--- config.mk ---
export PLATFORM = sky130hd
export DESIGN_NAME = pwm_capture
export DESIGN_NICKNAME = d
export VERILOG_FILES = /design/src/rtl/pwm_capture.sv
export SDC_FILE = /design/constraint.sdc
export NUM_CORES = 1
export LEC_CHECK = 0
export ABC_AREA = 1
export ABC_CLOCK_PERIOD_IN_PS = 4100
export CAP_MARGIN = 20
export CORE_ASPECT_RATIO = 1.4
export CORE_MARGIN = 2
export CORE_UTILIZATION = 60
export CTS_CLUSTER_SIZE = 20
export DETAILED_ROUTE_END_ITERATION = 8
export MAX_ROUTING_LAYER = met4
export PLACE_DENSITY = 0.76
export SKIP_CTS_REPAIR_TIMING = 1
export SLEW_MARGIN = 20
export SYNTH_ARGS = -nofsm -noshare
export SYNTH_HDL_FRONTEND = slang
export SYNTH_SLANG_ARGS = --single-unit
--- constraint.sdc ---
create_clock -name clkforcounter -period 4.1 [get_ports clkforcounter]
set_input_delay 0.615 -clock clkforcounter [delete_from_list [all_inputs] [get_ports clkforcounter]]
set_output_delay 0.615 -clock clkforcounter [all_outputs]
set_load 0.01 [all_outputs]
--- src/rtl/pwm_capture.sv ---
// pwm_capture: measures the high time of STAGE PWM lanes from each hsync frame
// marker, recovers the per-lane duty value and streams the values out one lane
// per valid/ready transfer in ascending lane order.
module pwm_capture #(
  parameter  int STAGE  = 8,
  parameter  int DWIDTH = 8,
  localparam int IW     = $clog2(STAGE)
) (
  input  logic              clkforcounter,
  input  logic              rst,
  input  logic              hsync,
  input  logic [STAGE-1:0]  pwm_in,
  input  logic              out_ready,
  output logic              out_valid,
  output logic [DWIDTH-1:0] out_data,
  output logic [IW-1:0]     out_idx,
  output logic              busy,
  output logic              frame_done,
  output logic              sat,
  output logic              overrun
);

  // The timeout counter needs one bit more than a lane count to reach 2^DWIDTH+1.
  localparam int              TW        = DWIDTH + 1;
  localparam logic [DWIDTH-1:0] CNT_MAX = '1;
  localparam logic [TW-1:0]   TMO_LIMIT = TW'((1 << DWIDTH) + 1);
  localparam logic [IW-1:0]   LAST_LANE = IW'(STAGE - 1);

  typedef enum logic [1:0] {
    IDLE    = 2'd0,
    MEASURE = 2'd1,
    UNLOAD  = 2'd2
  } state_t;

  state_t            state_q, state_d;
  logic [DWIDTH-1:0] cnt_q [STAGE];
  logic [DWIDTH-1:0] cnt_d [STAGE];
  logic [TW-1:0]     tmo_q, tmo_d;
  logic [IW-1:0]     lane_q, lane_d;
  logic              sat_q, sat_d;
  logic              frameDone_q, frameDone_d;
  logic              overrun_q, overrun_d;
  logic              hsyncPrev_q;
  logic              rise;

  assign rise = hsync & ~hsyncPrev_q;

  // Next-state logic: frame start, per-lane accumulation with saturation, timeout, unload handshake.
  always_comb begin
    state_d     = state_q;
    cnt_d       = cnt_q;
    tmo_d       = tmo_q;
    lane_d      = lane_q;
    sat_d       = sat_q;
    frameDone_d = 1'b0;
    overrun_d   = rise && (state_q != IDLE);

    case (state_q)
      IDLE: begin
        if (rise) begin
          sat_d  = 1'b0;
          lane_d = '0;
          tmo_d  = TW'(1);
          for (int i = 0; i < STAGE; i++) begin
            cnt_d[i] = DWIDTH'(pwm_in[i]);
          end
          state_d = (pwm_in == '0) ? UNLOAD : MEASURE;
        end
      end

      MEASURE: begin
        if (pwm_in == '0) begin
          state_d = UNLOAD;
        end else begin
          for (int i = 0; i < STAGE; i++) begin
            if (pwm_in[i]) begin
              if (cnt_q[i] == CNT_MAX) begin
                sat_d = 1'b1;
              end else begin
                cnt_d[i] = cnt_q[i] + DWIDTH'(1);
              end
            end
          end
          tmo_d = tmo_q + TW'(1);
          if (tmo_d == TMO_LIMIT) begin
            state_d = UNLOAD;
            sat_d   = 1'b1;
          end
        end
      end

      UNLOAD: begin
        if (out_ready) begin
          if (lane_q == LAST_LANE) begin
            lane_d      = '0;
            state_d     = IDLE;
            frameDone_d = 1'b1;
          end else begin
            lane_d = lane_q + IW'(1);
          end
        end
      end

      default: state_d = IDLE;
    endcase
  end

  // State register with synchronous reset; reset discards any frame in progress.
  always_ff @(posedge clkforcounter) begin
    if (rst) begin
      state_q     <= IDLE;
      for (int i = 0; i < STAGE; i++) begin
        cnt_q[i] <= '0;
      end
      tmo_q       <= '0;
      lane_q      <= '0;
      sat_q       <= 1'b0;
      frameDone_q <= 1'b0;
      overrun_q   <= 1'b0;
      hsyncPrev_q <= 1'b0;
    end else begin
      state_q     <= state_d;
      cnt_q       <= cnt_d;
      tmo_q       <= tmo_d;
      lane_q      <= lane_d;
      sat_q       <= sat_d;
      frameDone_q <= frameDone_d;
      overrun_q   <= overrun_d;
      hsyncPrev_q <= hsync;
    end
  end

  assign out_valid  = (state_q == UNLOAD);
  assign out_data   = out_valid ? cnt_q[lane_q] : '0;
  assign out_idx    = lane_q;
  assign busy       = (state_q != IDLE);
  assign frame_done = frameDone_q;
  assign sat        = sat_q;
  assign overrun    = overrun_q;

endmodule

### Cell placement

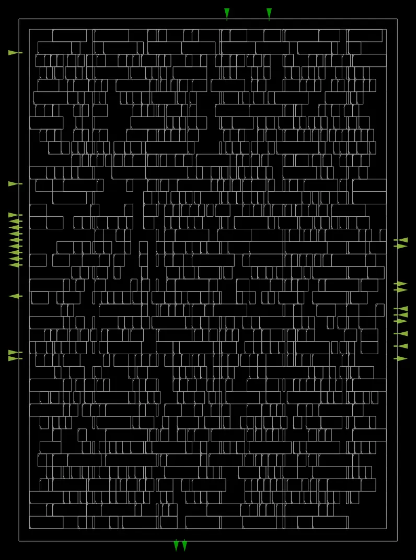
cell row count: 40
registers: 82

### Sequential cells coloured by netlist name

(2 px per um) Other sequential cells in the stronger grey, the rest of the logic in the fainter grey.
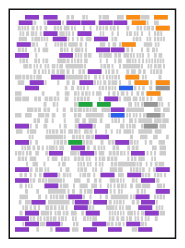
cnt_q: in purple, placed flops 64, where widely spread. state_q: in blue, placed flops 2. tmo_q: in orange, placed flops 9, where north-east. out_idx: in green, placed flops 3.
sequential power: 1000 uW
FF/Latch Area: 1640 sq um
Finished Core Util: 68.5%
Seq/total area: 28.3%

## kinds of logic after synthesis
family                     Yosys count  synth area share [%]
and+or+nand+nor                    395                  33.3
AOI/OAI and AO/OA                  182                  18.7
buffers and inverters              113                  8.62
DFF                                 82                  31.8
xor gates and xnor gates            28                  4.75
adders and majority gates           12                  2.91
## worst max-delay path by stage
stage,start,to,depth (start not counted)
global placement,out_idx[1],out_data[6],7
finish,out_idx[1],out_data[6],7
floorplan,out_idx[0],out_data[4],6
detailed placement,out_idx[1],out_data[6],7
global route,out_idx[1],out_data[6],7
CTS,out_idx[1],out_data[6],7
## worst reg2reg max path, cell delays in order, from the launching register on
cell and delay [ns]:
dfxtp_1 0.35, inv_2 0.10, nor2_4 0.05, inv_4 0.34, nor2_8 0.15, nor2_4 0.40
nor2_4 0.13, inv_2 0.14, nand2_1 0.07, a21oi_1 0.13
## registers in the layout, summed over array words and instances, names as in the netlist
name and flops:
cnt_q 64, frame_done 1, hsyncPrev_q 1, out_idx 3
overrun 1, sat 1, state_q 2, tmo_q 9
## cell usage after synthesis (4+ instances only)
library cell / n / area share (%)
a211oi_1: 4 / 0.58
a21oi_1: 93 / 9.0
a31oi_1: 10 / 1.2
buf_1: 4 / 0.29
buf_2: 7 / 0.68
clkbuf_1: 16 / 1.2
dfxtp_1: 82 / 32
ha_1: 12 / 2.9
inv_1: 74 / 5.4
inv_2: 8 / 0.58
nand2_1: 206 / 15
nand2_2: 6 / 0.73
nand3_1: 44 / 4.3
nand4_1: 18 / 2.2
nor2_1: 85 / 6.2
nor2_4: 5 / 1.1
nor3_1: 20 / 1.9
o211ai_1: 4 / 0.58
o21ai_0: 56 / 5.4
o21ai_1: 11 / 1.1
xnor2_1: 10 / 1.7
xor2_1: 18 / 3.1
## routing by layer
metal  share of wire, %  wire length, um  global-route usage, %
met1                 40             5900                   40.1
met2                 50             7320                   55.5
met3                6.7              986                   4.59
met4                3.4              507                   15.3
met5                  0                0                      -
## per-stage QoR
stage                     util, %  worst slack, ns  instances  hold slack (ns)
after floorplan                 -             2.07        812            0.452
after global placement       64.9             1.19        922            0.466
after detailed placement     64.9             1.15        922            0.479
after CTS                    68.5            0.770        938            0.488
after global routing         68.5            0.498        938            0.502
final                        68.5            0.693        938            0.487
## layout make-up
class | count | area share, %
multi-input combinational | 617 | 53.2
sequential | 82 | 28.3
inverter | 85 | 5.59
timing repair buffer | 33 | 5.36
clock buffer | 11 | 4.19
tap | 105 | 2.27
clock inverter | 5 | 1.08
## where the power goes
part,switching [uW],total (uW),internal [uW]
registers,130,1000,871
logic,888,1240,355
clock network,339,831,492
==> summary.txt <==
Chip area = 9380 sq um
Final Critical Period = 3.41 ns
Reg2reg setup slack = 2.16 ns
Final Hold Fails = 0
Main flop type = dfxtp_1
Netlist cell types = 35
Via count of the first global-routing pass = 5,034
CTS root buf = clkbuf_16
Vert. Die Dim = 114 um
Port-buffer cells = 27
Overall routed net length = 14,700 um
Crit path launch type = flip-flop
FFs w/ async S/R, synth = 0%
First-pass GRT wire length = 23,800 um
Leak pwr = 0.00202 uW
CP Buf/Inv Count = 2
Outcome = complete, no violations
Setup TNS = 0 ns
Vias = 5,456
DP Area = 5490 sq um
Cell Chain, Critical Path = inv_1, a21oi_1, o21ai_0, nand3_1, nand2_1, a31oi_1, clkdlybuf4s50_1
Vias per Instance = 5.82
GRT Total Usage = 33.7%
Mapped Area = 5170 sq um
Area occupied by multi-input gates = 3080 sq um
Seq share, synth = 31.8%
Most numerous logic cell after layout = nand2_1
Max-cap viol count = 0
Hold Crit Depth = 2
Non-Filler Cell Area, Final = 5790 sq um
Ys Warns = 0
Clk_skew = 0.00882 ns
Highest Clock Rate = 293 MHz
CP required = 3.48 ns
Worst slew margin = 46.8%
Unrepaired setup endpoints after global routing = false
Hold Crit Start = cnt_q[46]
Congestion Overflow GR = 0
Drt wl/cell = 15.7 um
Final Max-Slew Violation Tally = 0
Ant diodes = 0
Cell family with most CP delay = buffers and inverters
Buffer levels on the longest clock path = 2
Critical path peak fanout = 24
Largest net degree at the start of global routing = 38
PD cells = 531 nW/um^2
Power and IR drop assume default switching activity.
